`src/rtl/riscv_fetch_stage.sv`:
```
// riscv_fetch_stage
//   Instruction-fetch stage of the pipelined RV32I core. Owns the fetch PC,
//   issues instruction-memory requests and loads the IF/ID pipeline register.
//   An instruction that arrives while decode is stalled is parked in a
//   one-entry hold buffer, so it is never fetched a second time.
//
//   Ports
//     clk         in   1   rising-edge clock
//     reset       in   1   synchronous reset, active low (0 = reset)
//     en_fetch    in   1   1 = IF/ID may advance, 0 = stall from hazard unit
//     flush_d     in   1   1 = load a bubble into IF/ID on this edge
//     PCSrc       in   1   E-stage redirect taken
//     PCTargetE   in   32  redirect target, bits [1:0] ignored
//     imem_req    out  1   fetch request valid
//     imem_addr   out  32  fetch address (always PCF)
//     imem_ready  in   1   imem_rdata valid this cycle
//     imem_rdata  in   32  fetched instruction
//     PCF         out  32  current fetch PC
//     InstrD      out  32  IF/ID instruction
//     PCD         out  32  IF/ID PC
//     PCPlus4D    out  32  IF/ID PC + 4
//     ValidD      out  1   IF/ID holds a real instruction
//
//   state   | meaning
//   --------+---------------------------------------------------------------
//   S_FETCH | request outstanding at PCF, hold buffer empty
//   S_HOLD  | buffer holds the instruction at PCF-4, no request issued

module riscv_fetch_stage #(
  parameter logic [31:0] RESET_PC  = 32'h0000_0000,
  parameter logic [31:0] NOP_INSTR = 32'h0000_0013
) (
  input  logic        clk,
  input  logic        reset,
  input  logic        en_fetch,
  input  logic        flush_d,
  input  logic        PCSrc,
  input  logic [31:0] PCTargetE,
  output logic        imem_req,
  output logic [31:0] imem_addr,
  input  logic        imem_ready,
  input  logic [31:0] imem_rdata,
  output logic [31:0] PCF,
  output logic [31:0] InstrD,
  output logic [31:0] PCD,
  output logic [31:0] PCPlus4D,
  output logic        ValidD
);

  typedef enum logic {
    S_FETCH = 1'b0,
    S_HOLD  = 1'b1
  } state_t;

  state_t      r_state;
  logic [31:0] r_pcf;
  logic [31:0] r_buf;
  logic [31:0] r_instr_d;
  logic [31:0] r_pc_d;
  logic [31:0] r_pc4_d;
  logic        r_valid_d;

  logic        w_req;
  logic        w_accept;
  logic [31:0] w_pcf_plus4;
  logic [31:0] w_pcf_minus4;
  logic [31:0] w_target;

  // Request depends only on reset and state, never on the hazard inputs,
  // which keeps the hazard unit out of the memory request timing path.
  assign w_req        = reset & (r_state == S_FETCH);
  assign w_accept     = w_req & imem_ready;
  assign w_pcf_plus4  = r_pcf + 32'd4;
  assign w_pcf_minus4 = r_pcf - 32'd4;
  // Redirect targets are word aligned; masking keeps every input bit in use.
  assign w_target     = PCTargetE & ~32'h0000_0003;

  always_ff @(posedge clk) begin
    if (!reset) begin
      r_state   <= S_FETCH;
      r_pcf     <= RESET_PC;
      r_buf     <= NOP_INSTR;
      r_instr_d <= NOP_INSTR;
      r_pc_d    <= 32'd0;
      r_pc4_d   <= 32'd0;
      r_valid_d <= 1'b0;
    end else if (PCSrc) begin
      // Redirect wins over everything: drop the buffer and any response
      // arriving this cycle, restart fetching at the target.
      r_state <= S_FETCH;
      r_pcf   <= w_target;
      r_buf   <= NOP_INSTR;
      if (flush_d || en_fetch) begin
        r_instr_d <= NOP_INSTR;
        r_valid_d <= 1'b0;
      end
    end else if (flush_d) begin
      // Bubble into ID; PCD/PCPlus4D deliberately left as they were.
      r_state   <= S_FETCH;
      r_buf     <= NOP_INSTR;
      r_instr_d <= NOP_INSTR;
      r_valid_d <= 1'b0;
      if (w_accept) begin
        r_pcf <= w_pcf_plus4;
      end
    end else if (!en_fetch) begin
      // Stall: capture a response rather than re-fetching it later.
      if (w_accept) begin
        r_buf   <= imem_rdata;
        r_pcf   <= w_pcf_plus4;
        r_state <= S_HOLD;
      end
    end else if (r_state == S_HOLD) begin
      // PCF already points past the held instruction.
      r_instr_d <= r_buf;
      r_pc_d    <= w_pcf_minus4;
      r_pc4_d   <= r_pcf;
      r_valid_d <= 1'b1;
      r_state   <= S_FETCH;
    end else if (w_accept) begin
      r_instr_d <= imem_rdata;
      r_pc_d    <= r_pcf;
      r_pc4_d   <= w_pcf_plus4;
      r_valid_d <= 1'b1;
      r_pcf     <= w_pcf_plus4;
    end else begin
      // Memory wait state: send a bubble down, keep PCD/PCPlus4D.
      r_instr_d <= NOP_INSTR;
      r_valid_d <= 1'b0;
    end
  end

  assign imem_req  = w_req;
  assign imem_addr = r_pcf;
  assign PCF       = r_pcf;
  assign InstrD    = r_instr_d;
  assign PCD       = r_pc_d;
  assign PCPlus4D  = r_pc4_d;
  assign ValidD    = r_valid_d;

endmodule

```
`config.mk`:
```
export PLATFORM = sky130hd
export DESIGN_NAME = riscv_fetch_stage
export DESIGN_NICKNAME = d
export VERILOG_FILES = /design/src/rtl/riscv_fetch_stage.sv
export SDC_FILE = /design/constraint.sdc
export NUM_CORES = 1
export LEC_CHECK = 0
export CAP_MARGIN = 20
export CORE_MARGIN = 1.5
export CORE_UTILIZATION = 52
export CTS_CLUSTER_DIAMETER = 50
export CTS_CLUSTER_SIZE = 12
export DETAILED_ROUTE_END_ITERATION = 10
export PLACE_DENSITY = 0.87
export RECOVER_POWER = 100
export SYNTH_ARGS = -nofsm -noshare
export SYNTH_HDL_FRONTEND = slang
export SYNTH_SLANG_ARGS = --single-unit
```
`constraint.sdc`:
```
create_clock -name clk -period 7 [get_ports clk]
set_input_delay 1.4 -clock clk [delete_from_list [all_inputs] [get_ports clk]]
set_output_delay 1.4 -clock clk [all_outputs]
set_load 0.03 [all_outputs]
```
==> flow_summary.json <==
{
  "status": "finished with violations",
  "violations": "capacitance limit, slew limit",
  "routed_wl_um": 24800,
  "synth_cell_types": 57,
  "hpwl_um": 16200,
  "fp.dieH_um": 126,
  "rows": 44,
  "fin_skew_ns": 0.00934,
  "end_kind": "flip-flop",
  "critPathTopFamily": "buffers and inverters",
  "grt_max_degree": 83,
  "ir_drop_mv": 0.170,
  "crit_fanout": 57,
  "synth.cell_area_um2": 7820,
  "drc": 0,
  "syn2layout_area_growth_pct": 30.7,
  "viasPerCell": 6.44,
  "yosysWarnings": 0,
  "overflow": 0,
  "hold_violations": 0,
  "top_usage_layer": "met2",
  "drive_gt1_frac": 0.0507,
  "finalSetupViolCount": 0,
  "antenna_left": 0,
  "gp_congestion": 0.910,
  "antenna_cells": 0,
  "root_buffer": "clkbuf_16",
  "startpoint_type": "input pin",
  "synth-seq-cells": 156,
  "cap_viol_max_count": 3,
  "period_used_share": 0.721,
  "drv_slew": 97,
  "ys_seq_frac": 0.399,
  "edf_count": 0,
  "relSlewSlack": -0.205,
  "path_cells": "dlygate4sd3_1, nor3b_1, and2_2, clkbuf_1, o21ai_0, a21oi_1",
  "grt_pass1_vias": 7707,
  "period_needed_ns": 5.05,
  "grt_pass1_wl_um": 39000,
  "pin_count": 232,
  "crit_type": "input pin to flip-flop",
  "critical_path_buf_inv_count": 2,
  "die_x_um": 126,
  "hold_class": "flip-flop to flip-flop",
  "cpMaxStageDelayCell": "clkbuf_1",
  "hold-worst-slack_ns": 0.455,
  "wl_per_cell_um": 19.3,
  "arrival_ns": 5.39,
  "die-area_um2": 15800,
  "drtIter0Drc": 943,
  "clock.latency.late_pin_ns": 0.43,
  "ctsHoldBuffers": 0,
  "ys_cells": 973,
  "antenna_found_initial": 0,
  "leakage_nw": 3.68,
  "tns_ns": 0,
  "rsz0062_at_grt": "false",
  "firstDrtPassIters": 8,
  "cts_tree": "yes",
  "placement.io_buffers": 221,
  "fmax_mhz": 198,
  "post_cts_buffers": 0,
  "cts.sinks": 156,
  "cts_made_buffers": 17,
  "synthArstFlopShare": 0,
  "ys_chip_area_um2": 7820,
  "crit_required_ns": 7.34,
  "clk_path_buf_depth": 2,
  "vias": 8291,
  "warning_count": 29,
  "postSynthAreaPerCell_um2": 8.04,
  "slowest_delay_ns": 0.99,
  "clk_pin_slew_worst_paths_ns": 0.07,
  "fp_util": 0.536,
  "final_nets": 1163,
  "syn_inst": 973,
  "ctsResizeCount": 0,
  "h-tree-depth": 4,
  "core_um2": 14600,
  "ys.flop_type": "dfxtp_1",
  "power_density_nw_per_um2": 211,
  "tightest_slew_ns": 1.81
}
[per-stage QoR]
stage           util  total power [mW]  instances  setup slack, ns  instance area, um2
2_1_floorplan      -              1.17        980             3.21                7850
3_3_place_gp   0.663              1.29       1256             2.28                9680
6_report       0.701              2.16       1288             1.95               10200
3_5_place_dp   0.663              1.29       1256             2.20                9680
5_1_grt        0.701              2.22       1288             1.68               10200
4_1_cts        0.702              2.17       1288             2.62               10200
[Yosys cell counts, types with 15 or more instances]
library cell	number	area (um2)
nor2_1	59	221
nand4_1	16	100
a21oi_1	58	290
nand2_1	98	368
nor4_1	25	156
a222oi_1	29	290
clkbuf_1	91	342
or3_1	30	188
nor3_1	20	100
xnor2_1	23	201
buf_4	38	285
a31oi_1	36	225
nand3_1	25	125
dfxtp_1	156	3120
a211oi_1	15	113
o31ai_1	19	143
o21ai_0	87	435
or4_1	29	218
[path summary, 6_finish.rpt]
path | startpoint | end | slack (ns) | cells past startpoint
setup reg to reg | r_state | r_buf[2] | 3.64 | 6
hold / removal | ValidD | ValidD | 0.45 | 2
hold reg to reg | ValidD | ValidD | 0.45 | 2
setup / recovery | PCSrc | PCD[14] | 1.95 | 6
[area by class of cell]
class,count,area (um2)
inverters,13,48.8
fillers,1129,4370
repair buffers,232,2270
clock buffers,18,439
flip-flops and latches,156,3120
clock inverters,14,125
well taps,184,230
multi-input cells,671,3980
[metal layers]
metal  up-vias  share of wire
met4         0          0.033
met5         -              0
li1       3808              -
met1      3900           0.39
met3        69           0.11
met2       514           0.47
[placed cells by master (no fill, tap or decap), types with 4 or more instances in the layout]
master           count
o311a_1              4
o21ai_0             87
conb_1               8
and4_1              10
nor2_1              58
a211oi_1            15
xor2_1               5
clkdlybuf4s50_1     65
a222oi_1            29
a311oi_1            10
dlygate4sd3_1      155
inv_1               11
nand2_1             98
nor4b_1              6
buf_4                6
and3_1               4
clkbuf_16           17
a31oi_1             36
a21oi_1             58
nor3_1              20
or2_2                8
xnor2_1             23
dfxtp_1            156
nand3_1             25
or3_1               30
nor4_1              25
or4_1               29
nand4_1             16
nand2b_1             5
clkbuf_1             5
nand3b_1             4
inv_6                6
o31ai_1             19
[power by group]
part | internal, mW | switching, mW | total (mW) | leakage, nW
logic | 0.120 | 0.181 | 0.302 | 2.14
registers | 0.910 | 0.0534 | 0.964 | 1.27
clock network | 0.478 | 0.412 | 0.890 | 0.278
total | 1.51 | 0.647 | 2.16 | 3.68
[worst min-delay path: stages (launching register included)]
cell and delay [ns]:
dfxtp_1 0.31, nand2_1 0.05, a21oi_1 0.05
[sequential cells by signal, indices dropped and copies added, names as in the netlist]
signal and cells:
InstrD 32, PCD 30, ValidD 1, PCPlus4D 30, r_state 1, r_buf 32
PCF 30
[cells by family after synthesis]
group	after synthesis	share of synthesized area
fa+ha+maj	2	0.00320
mux	4	0.00560
xor+xnor	28	0.0314
compound gates	270	0.220
flops	156	0.399
other cells	1	0.000479
buf+inv	153	0.0952
simple gates	359	0.245
Fig. 1: cell classes on the final placement
Bar = 50 um. Fill, decap, tap and diode cells in gray.
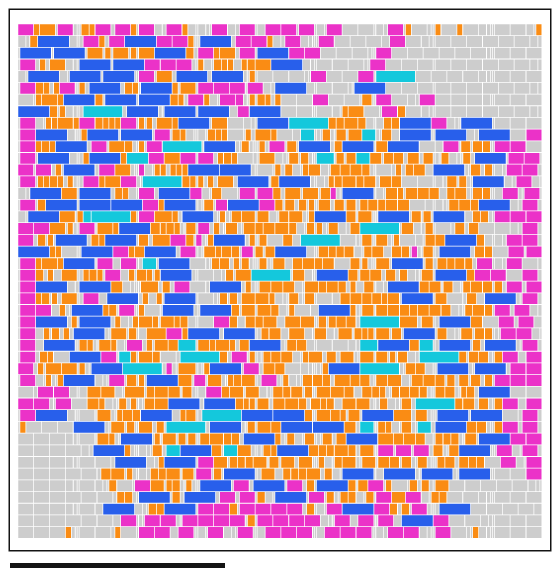
[clock drivers and dummy loads] cyan | cells: 32
[all other logic] orange | cells: 684
[other buffers and delay cells] magenta | cells: 232
[flip-flops] blue | cells: 156

Fig. 2: sequential cells colored by netlist name
Bar = 50 um. Other sequential cells in the stronger gray, the rest of the logic in the fainter gray.
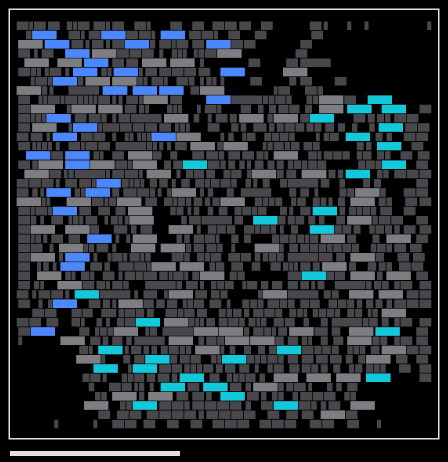
[InstrD] blue | placed flops: 32
[PCPlus4D] cyan | placed flops: 30

Fig. 3: signal wires by layer
Bar = 50 um. Only two layers are drawn.
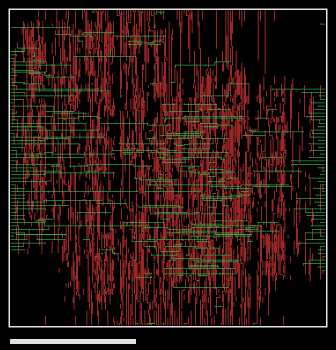
[met2] red | wire length: 11,600 um
[met3] green | wire length: 2,780 um

Fig. 4: cell area per tile
The die is cut into 13 by 13 equal tiles; black is low, pale yellow is high, 0 to 100% covered.
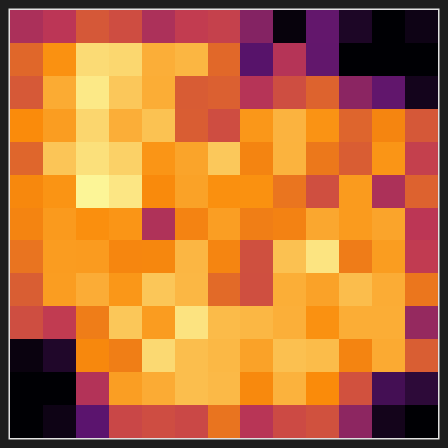
tiles over 75% full: 44%
emptiest ninth of the die: north-east
mean over tiles: 63%
fullest tile: 98%
nearly empty tiles: 5.3%

Fig. 5: routing congestion map
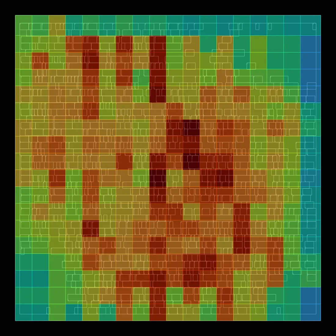
final design utilization: 0.701
M1 GR Usage: 0.367
gr usage total: 0.303
GR Util met3: 0.0875
grt met2 use: 0.494

No activity file was given, so power comes from the tool's default toggle rates.
